`src/rtl/fpu_pkg.sv`:
```
// Shared definitions for the FPU scheduler: operation encodings, FSM states
// and the default FPU latency.
package fpu_pkg;

  localparam logic [1:0] FPU_ADD = 2'b00;
  localparam logic [1:0] FPU_SUB = 2'b01;
  localparam logic [1:0] FPU_MUL = 2'b10;
  localparam logic [1:0] FPU_DIV = 2'b11;

  localparam int unsigned FPU_DEFAULT_LATENCY = 8;

  typedef enum logic [1:0] {
    ST_IDLE  = 2'd0,
    ST_ISSUE = 2'd1,
    ST_WAIT  = 2'd2,
    ST_RESP  = 2'd3
  } sched_state_t;

endpackage

```
`src/rtl/fpu_rr_arb2.sv`:
```
// Combinational two-way round-robin arbiter; on a tie the requester that was
// not granted last wins.
module fpu_rr_arb2 (
  input  logic [1:0] valid,
  input  logic       last,
  output logic [1:0] grant
);

  always_comb begin
    grant = 2'b00;
    case (valid)
      2'b01:   grant = 2'b01;
      2'b10:   grant = 2'b10;
      2'b11:   grant = last ? 2'b01 : 2'b10;
      default: grant = 2'b00;
    endcase
  end

endmodule

```
`src/rtl/fpu_sched.sv`:
```
// Time-shares one FPU between two requesters: round-robin accept, one-cycle
// start, fixed-latency wait, then a held valid/ready response.
module fpu_sched
  import fpu_pkg::*;
#(
  parameter int unsigned LATENCY = FPU_DEFAULT_LATENCY
) (
  input  logic        Clock,
  input  logic        Reset,
  input  logic        req0_valid,
  output logic        req0_ready,
  input  logic [31:0] req0_A,
  input  logic [31:0] req0_B,
  input  logic [1:0]  req0_Sel,
  input  logic        req0_round,
  input  logic        req1_valid,
  output logic        req1_ready,
  input  logic [31:0] req1_A,
  input  logic [31:0] req1_B,
  input  logic [1:0]  req1_Sel,
  input  logic        req1_round,
  output logic [31:0] fpu_A,
  output logic [31:0] fpu_B,
  output logic [1:0]  fpu_Sel,
  output logic        fpu_round,
  output logic        fpu_start,
  input  logic [31:0] fpu_Y,
  input  logic        fpu_Overflow,
  input  logic        fpu_Error,
  output logic        rsp_valid,
  input  logic        rsp_ready,
  output logic        rsp_id,
  output logic [31:0] rsp_Y,
  output logic        rsp_Overflow,
  output logic        rsp_Error,
  output logic        busy,
  output logic [1:0]  dbg_state
);

  // Handshakes: a request transfers on an edge where reqN_valid & reqN_ready;
  // the response transfers on an edge where rsp_valid & rsp_ready, and rsp_*
  // stay stable from rsp_valid rising until that edge.

  localparam logic [7:0] CNT_INIT = 8'(LATENCY - 1);

  sched_state_t state_q, state_d;
  logic         last_q, last_d;
  logic [31:0]  a_q, a_d;
  logic [31:0]  b_q, b_d;
  logic [1:0]   sel_q, sel_d;
  logic         round_q, round_d;
  logic [7:0]   cnt_q, cnt_d;
  logic         rsp_id_q, rsp_id_d;
  logic [31:0]  rsp_y_q, rsp_y_d;
  logic         rsp_ovf_q, rsp_ovf_d;
  logic         rsp_err_q, rsp_err_d;

  logic [1:0]   grant;
  logic         in_idle;

  fpu_rr_arb2 u_arb (
    .valid ({req1_valid, req0_valid}),
    .last  (last_q),
    .grant (grant)
  );

  assign in_idle    = (state_q == ST_IDLE);
  assign req0_ready = in_idle & grant[0];
  assign req1_ready = in_idle & grant[1];

  always_comb begin
    state_d   = state_q;
    last_d    = last_q;
    a_d       = a_q;
    b_d       = b_q;
    sel_d     = sel_q;
    round_d   = round_q;
    cnt_d     = cnt_q;
    rsp_id_d  = rsp_id_q;
    rsp_y_d   = rsp_y_q;
    rsp_ovf_d = rsp_ovf_q;
    rsp_err_d = rsp_err_q;

    case (state_q)
      ST_IDLE: begin
        // The grant is already qualified by valid, so any grant is a transfer.
        if (grant[1]) begin
          a_d      = req1_A;
          b_d      = req1_B;
          sel_d    = req1_Sel;
          round_d  = req1_round;
          rsp_id_d = 1'b1;
          last_d   = 1'b1;
          state_d  = ST_ISSUE;
        end else if (grant[0]) begin
          a_d      = req0_A;
          b_d      = req0_B;
          sel_d    = req0_Sel;
          round_d  = req0_round;
          rsp_id_d = 1'b0;
          last_d   = 1'b0;
          state_d  = ST_ISSUE;
        end
      end
      ST_ISSUE: begin
        cnt_d   = CNT_INIT;
        state_d = ST_WAIT;
      end
      ST_WAIT: begin
        if (cnt_q != 8'd0) begin
          cnt_d = cnt_q - 8'd1;
        end else begin
          rsp_y_d   = fpu_Y;
          rsp_ovf_d = fpu_Overflow;
          rsp_err_d = fpu_Error;
          state_d   = ST_RESP;
        end
      end
      ST_RESP: begin
        if (rsp_ready) state_d = ST_IDLE;
      end
      default: state_d = ST_IDLE;
    endcase
  end

  always_ff @(posedge Clock or negedge Reset) begin
    if (!Reset) begin
      state_q   <= ST_IDLE;
      last_q    <= 1'b1;
      a_q       <= '0;
      b_q       <= '0;
      sel_q     <= 2'b00;
      round_q   <= 1'b0;
      cnt_q     <= '0;
      rsp_id_q  <= 1'b0;
      rsp_y_q   <= '0;
      rsp_ovf_q <= 1'b0;
      rsp_err_q <= 1'b0;
    end else begin
      state_q   <= state_d;
      last_q    <= last_d;
      a_q       <= a_d;
      b_q       <= b_d;
      sel_q     <= sel_d;
      round_q   <= round_d;
      cnt_q     <= cnt_d;
      rsp_id_q  <= rsp_id_d;
      rsp_y_q   <= rsp_y_d;
      rsp_ovf_q <= rsp_ovf_d;
      rsp_err_q <= rsp_err_d;
    end
  end

  // Operand registers drive the FPU directly, so they hold their last values
  // outside an operation rather than returning to zero.
  assign fpu_A        = a_q;
  assign fpu_B        = b_q;
  assign fpu_Sel      = sel_q;
  assign fpu_round    = round_q;
  assign fpu_start    = (state_q == ST_ISSUE);
  assign rsp_valid    = (state_q == ST_RESP);
  assign rsp_id       = rsp_id_q;
  assign rsp_Y        = rsp_y_q;
  assign rsp_Overflow = rsp_ovf_q;
  assign rsp_Error    = rsp_err_q;
  assign busy         = !in_idle;
  assign dbg_state    = state_q;

endmodule

```
`config.mk`:
```
export PLATFORM = sky130hd
export DESIGN_NAME = fpu_sched
export DESIGN_NICKNAME = d
export VERILOG_FILES = /design/src/rtl/fpu_pkg.sv /design/src/rtl/fpu_rr_arb2.sv /design/src/rtl/fpu_sched.sv
export SDC_FILE = /design/constraint.sdc
export NUM_CORES = 1
export LEC_CHECK = 0
export CORE_ASPECT_RATIO = 0.5
export CORE_UTILIZATION = 35
export CTS_BUF_LIST = sky130_fd_sc_hd__clkbuf_8
export CTS_CLUSTER_DIAMETER = 60
export DETAILED_ROUTE_END_ITERATION = 6
export HOLD_SLACK_MARGIN = 0.03
export PLACE_DENSITY = 0.88
export RECOVER_POWER = 50
export SLEW_MARGIN = 20
export SYNTH_ARGS = -nofsm -noshare
export SYNTH_HDL_FRONTEND = slang
export SYNTH_HIERARCHICAL = 1
export SYNTH_SLANG_ARGS = --single-unit
export TNS_END_PERCENT = 30
```
`constraint.sdc`:
```
create_clock -name Clock -period 1.69 [get_ports Clock]
set_input_delay 0.338 -clock Clock [delete_from_list [all_inputs] [get_ports Clock]]
set_output_delay 0.338 -clock Clock [all_outputs]
set_load 0.05 [all_outputs]
```
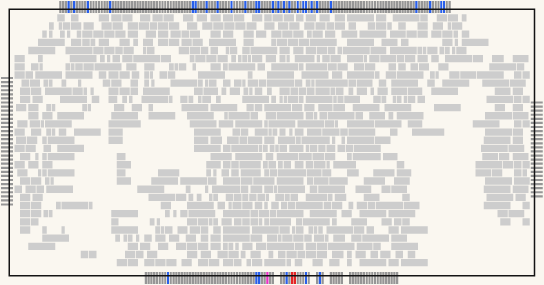
Run 1: ports around the boundary
Drawn at 3 px/um. Pins as bars across the die edge, other pins in gray.
Key: red = dbg_state [pins 2, direction output, edge bottom]; magenta = req1_ready [pins 1, direction output, edge bottom]; blue = req1_B [pins 32, direction input, edge 26 top, 6 bottom]

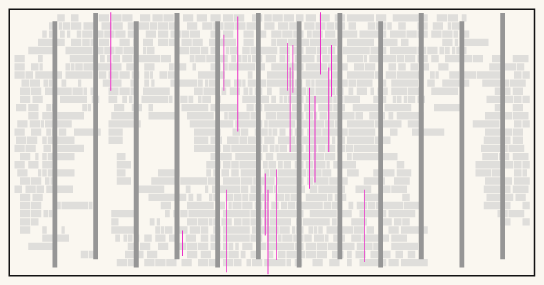
Run 1: the metal 4 layer
Drawn at 3 px/um. Supply wires on this layer in gray. Cells faint in the background.
The wires run mostly vertical. 17 nets have wire on it. The layer holds 2.4% of the routed length. The longest straight run is 38.1 um.
total wirelength of the detailed-routed design: 17300 um
via total after detailed routing: 4771

==> summary.txt, run 1 <==
yosys + openroad results -> non-clock buffer share of cell area 0.350, violations in the final reports negative setup slack, fraction of registers with async set or reset after synthesis 1.00, met3 Usage GRT 0.0481, overall power after layout 19.1 mW, result of the run finished with violations, post-route insts no fill approximately 990, antenna fix cells 0, WL met1 around 6800 um, Critical path buffers and inverters 3, combinational gate area around 2400 um2, post-route clock skew between 20 and 25 ps, delay contributed by the slowest stage of the critical path between 500 and 600 ps, initial antenna violation count 0, critical path's top delay family flip-flops, post-placement cell count slightly above 900, DRC violations left 0, FF-to-FF End cnt_q[3], max-slew violation count 0, total setup violations reported at the end of the flow between 50 and 60, commonest non-fill, non-tap cells in the layout 170 x sky130_fd_sc_hd__clkdlybuf4s50_1, 132 x sky130_fd_sc_hd__buf_4, 109 x sky130_fd_sc_hd__dfrtp_1, 71 x sky130_fd_sc_hd__nand2_1, 68 x sky130_fd_sc_hd__mux2i_1, total leakage power around 4.3 nW, number of synthesis warnings 6, post-synthesis compound-gate area fraction 0.0979, reg-to-reg slack, setup -70 ps, # Taps 198, number of input and output port buffers inserted between 200 and 300, number of nets still failing antenna checks after routing 0, worst setup margin -153 ps, utilization after layout 0.627, Die ar. about 15000 um2, cell with the most instances on the worst path sky130_fd_sc_hd__inv_2, fraction of synthesized cell area in xor and xnor cells 0, fillcell total ~1100, post-layout instance area between 9000 and 10000 um2, number of gates resized after CTS 26, Simple Share, Synth 0.0874, proportion of cell area occupied by multi-input gates 0.260, count of different cell masters after synthesis approximately 41, global-route total usage across every layer 0.208, Storage cell area about 2800 um2, Hold Buf Count CTS 1, number of core rows 31, maximum number of pins on one net before global-route repair approximately 87, core region area between 10000 and 15000 um2, unrepaired setup endpoints after global routing yes, required time at the endpoint of the critical path 1350 ps
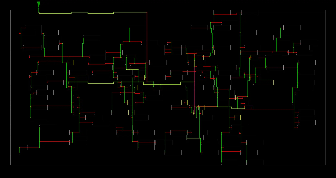
Run 1: clock routing
TritonCTS Buffers: 17
number of clock sinks seen by CTS: 113
clock buffer count: 17
Seq cells: 113
clk_lat worst skew: 430 ps

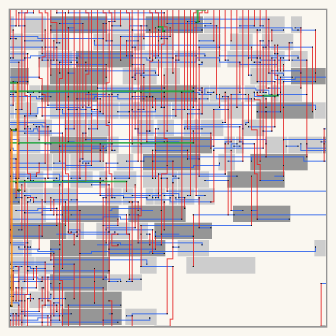
Run 1: a small window of the routed layout
Window x 106 to 156, y 38 to 88 um. Cells in gray, sequential cells in the stronger gray; small squares are vias.
Key: red = met2; orange = met4; green = met3; blue = met1
Netlist names of flops here include fpu_B (10), rsp_Y (10), cnt_q (4). 133 logic cells have their middle in the window. Most frequent: clkdlybuf4s50_1 (24), dfrtp_1 (23), buf_4 (23). Sequential cells in the window: 24.

[run 1: power breakdown]
part           internal (mW)  switching, mW
combinational           4.13           7.30
sequential              4.02          0.846
clock                   1.51           1.29
[run 1: cells in the mapped netlist (all sizes together) (5+ instances only)]
| library cell | count | area share |
|---|---|---|
| dfrtp | 112 | 0.54 |
| ha | 6 | 0.014 |
| o21ai | 69 | 0.066 |
| nand2 | 72 | 0.052 |
| a21oi | 6 | 0.0058 |
| mux2i | 68 | 0.13 |
| mux2 | 34 | 0.095 |
| inv | 9 | 0.0065 |
| buf | 13 | 0.016 |
| clkbuf | 13 | 0.0094 |
| o211ai | 5 | 0.0072 |
--- run 2 (diff from run 1) ---
- GPL_TIMING_DRIVEN: unset -> 1
- PLACE_DENSITY: 0.88 -> 0.81
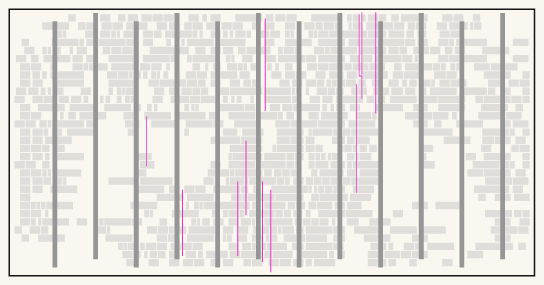
Run 2: the metal 4 layer
Drawn at 3 px/um. Supply wires on this layer in gray. Cells faint in the background.
The layer holds 1.8% of the routed length. The longest straight run is 36.0 um.

==> run 2 against run 1 <==
Compared with the run above:
- core utilization is 0.53 points lower
- synthesized cell count unchanged
- critical path depth stayed put
- total power decreased by 1.6%
- routed wire length decreased by 7.0%
- synthesized area is the same
- design area fell by 0.84%
- critical path type unchanged
- fmax rose by 4.2%
- sequential power shrank 0.8%
- largest cell class unchanged
- the flow still finishes with violations (negative setup slack)
- non-clock buffer count shrank 16
==> summary.txt, run 2 <==
yosys + openroad results -> result of the run finished with violations (unchanged), violations in the final reports negative setup slack (unchanged), cell with the most instances on the worst path sky130_fd_sc_hd__inv_2 (unchanged), Die ar. 15400 um2 (unchanged), worst setup margin -78.5 ps (was -153 ps), number of input and output port buffers inserted 281 (unchanged), biggest area cells sky130_fd_sc_hd__dfrtp_1 54%, sky130_fd_sc_hd__mux2i_1 13%, sky130_fd_sc_hd__mux2_4 8.6% (unchanged), number of clock sinks seen by CTS 113 (unchanged), top cell types by occurrence after synthesis 112 x sky130_fd_sc_hd__dfrtp_1, 72 x sky130_fd_sc_hd__nand2_1, 68 x sky130_fd_sc_hd__mux2i_1, 68 x sky130_fd_sc_hd__o21ai_0, 30 x sky130_fd_sc_hd__mux2_4 (unchanged), Flop+latch power 4.82 mW (was 4.86 mW), post-placement cell count 919 (was 932), number of synthesis warnings 6 (unchanged), Switching Fraction 0.482 (was 0.494), Logic power comb 11.2 mW (was 11.4 mW), number of nets still failing antenna checks after routing 0 (unchanged), WL met1 6690 um (was 6770 um), FF-to-FF End rsp_id (was cnt_q[3]), combinational group share of total power 0.595 (was 0.599), top area contributor share 0.538 (unchanged), count of different cell masters after synthesis 41 (unchanged), utilization after layout 0.622 (was 0.627), Critical path buffers and inverters 3 (unchanged), via total after detailed routing 4540 (was 4771), commonest non-fill, non-tap cells in the layout 171 x sky130_fd_sc_hd__clkdlybuf4s50_1, 115 x sky130_fd_sc_hd__buf_4, 110 x sky130_fd_sc_hd__dfrtp_1, 71 x sky130_fd_sc_hd__nand2_1, 68 x sky130_fd_sc_hd__mux2i_1 (was 170 x sky130_fd_sc_hd__clkdlybuf4s50_1, 132 x sky130_fd_sc_hd__buf_4, 109 x sky130_fd_sc_hd__dfrtp_1, 71 x sky130_fd_sc_hd__nand2_1, 68 x sky130_fd_sc_hd__mux2i_1), post-route insts no fill 973 (was 989), critical path's top delay family flip-flops (unchanged), net switching power of the design 9.05 mW (was 9.43 mW), proportion of power drawn by flip-flops and latches 0.256 (was 0.255), number of core rows 31 (unchanged), delay contributed by the slowest stage of the critical path 550 ps (was 590 ps), leading area contributor after synthesis sky130_fd_sc_hd__dfrtp_1 (unchanged), unrepaired setup endpoints after global routing yes (unchanged), worst min-delay path endpoint fpu_A[1], post-layout instance area 9020 um2 (was 9090 um2), total leakage power 4.23 nW (was 4.29 nW), total setup violations reported at the end of the flow 8 (was 57), TritonCTS Buffers 17 (unchanged), library cell with the highest instance count after synthesis sky130_fd_sc_hd__dfrtp_1 (unchanged), design internal power 9.74 mW (was 9.66 mW), total wirelength of the detailed-routed design 16100 um (was 17300 um), global-route total usage across every layer 0.190 (was 0.208), required time at the endpoint of the critical path 1350 ps (about the same), antenna fix cells 0 (unchanged), initial antenna violation count 0 (unchanged), max-slew violation count 0 (unchanged), worst relative slew slack 0.482 (was 0.612), met3 Usage GRT 0.0438 (was 0.0481), reg-to-reg slack, setup -10 ps (was -70 ps)
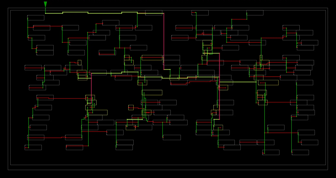
Run 2: clock routing
clock buffer count: 18
post-route clock skew: 14.6 ps
clk_lat worst skew: 420 ps
Clock net power: 2.79 mW

-- run 2: layout make-up --
type	count	area (um2)
well taps	198	248
multi-input cells	296	2330
fillers	1171	5490
flip-flops and latches	113	2830
repair buffers	325	3130
inverters	9	36.3
clock inverters	14	189
clock buffers	18	248
-- run 2: timing repair --
action / in CTS / in global routing
setup endpoints to repair: 5 / 108
endpoints found under the hold margin: 28 / 0
setup buffers: 8 / 6
pin swaps: 5 / 8
resized: 12 / 24
hold buffers: 1 / 0
cloned: 0 / 7
-- run 2: cell families after synthesis --
logic type | share of synthesized area
multiplexers | 0.226
buffers and inverters | 0.0319
AND/OR/NAND/NOR | 0.0874
AND-OR/OR-AND | 0.0979
adder cells (fa/ha/maj) | 0.0144
flip-flops | 0.543
Power is estimated from default activity; no workload was simulated.
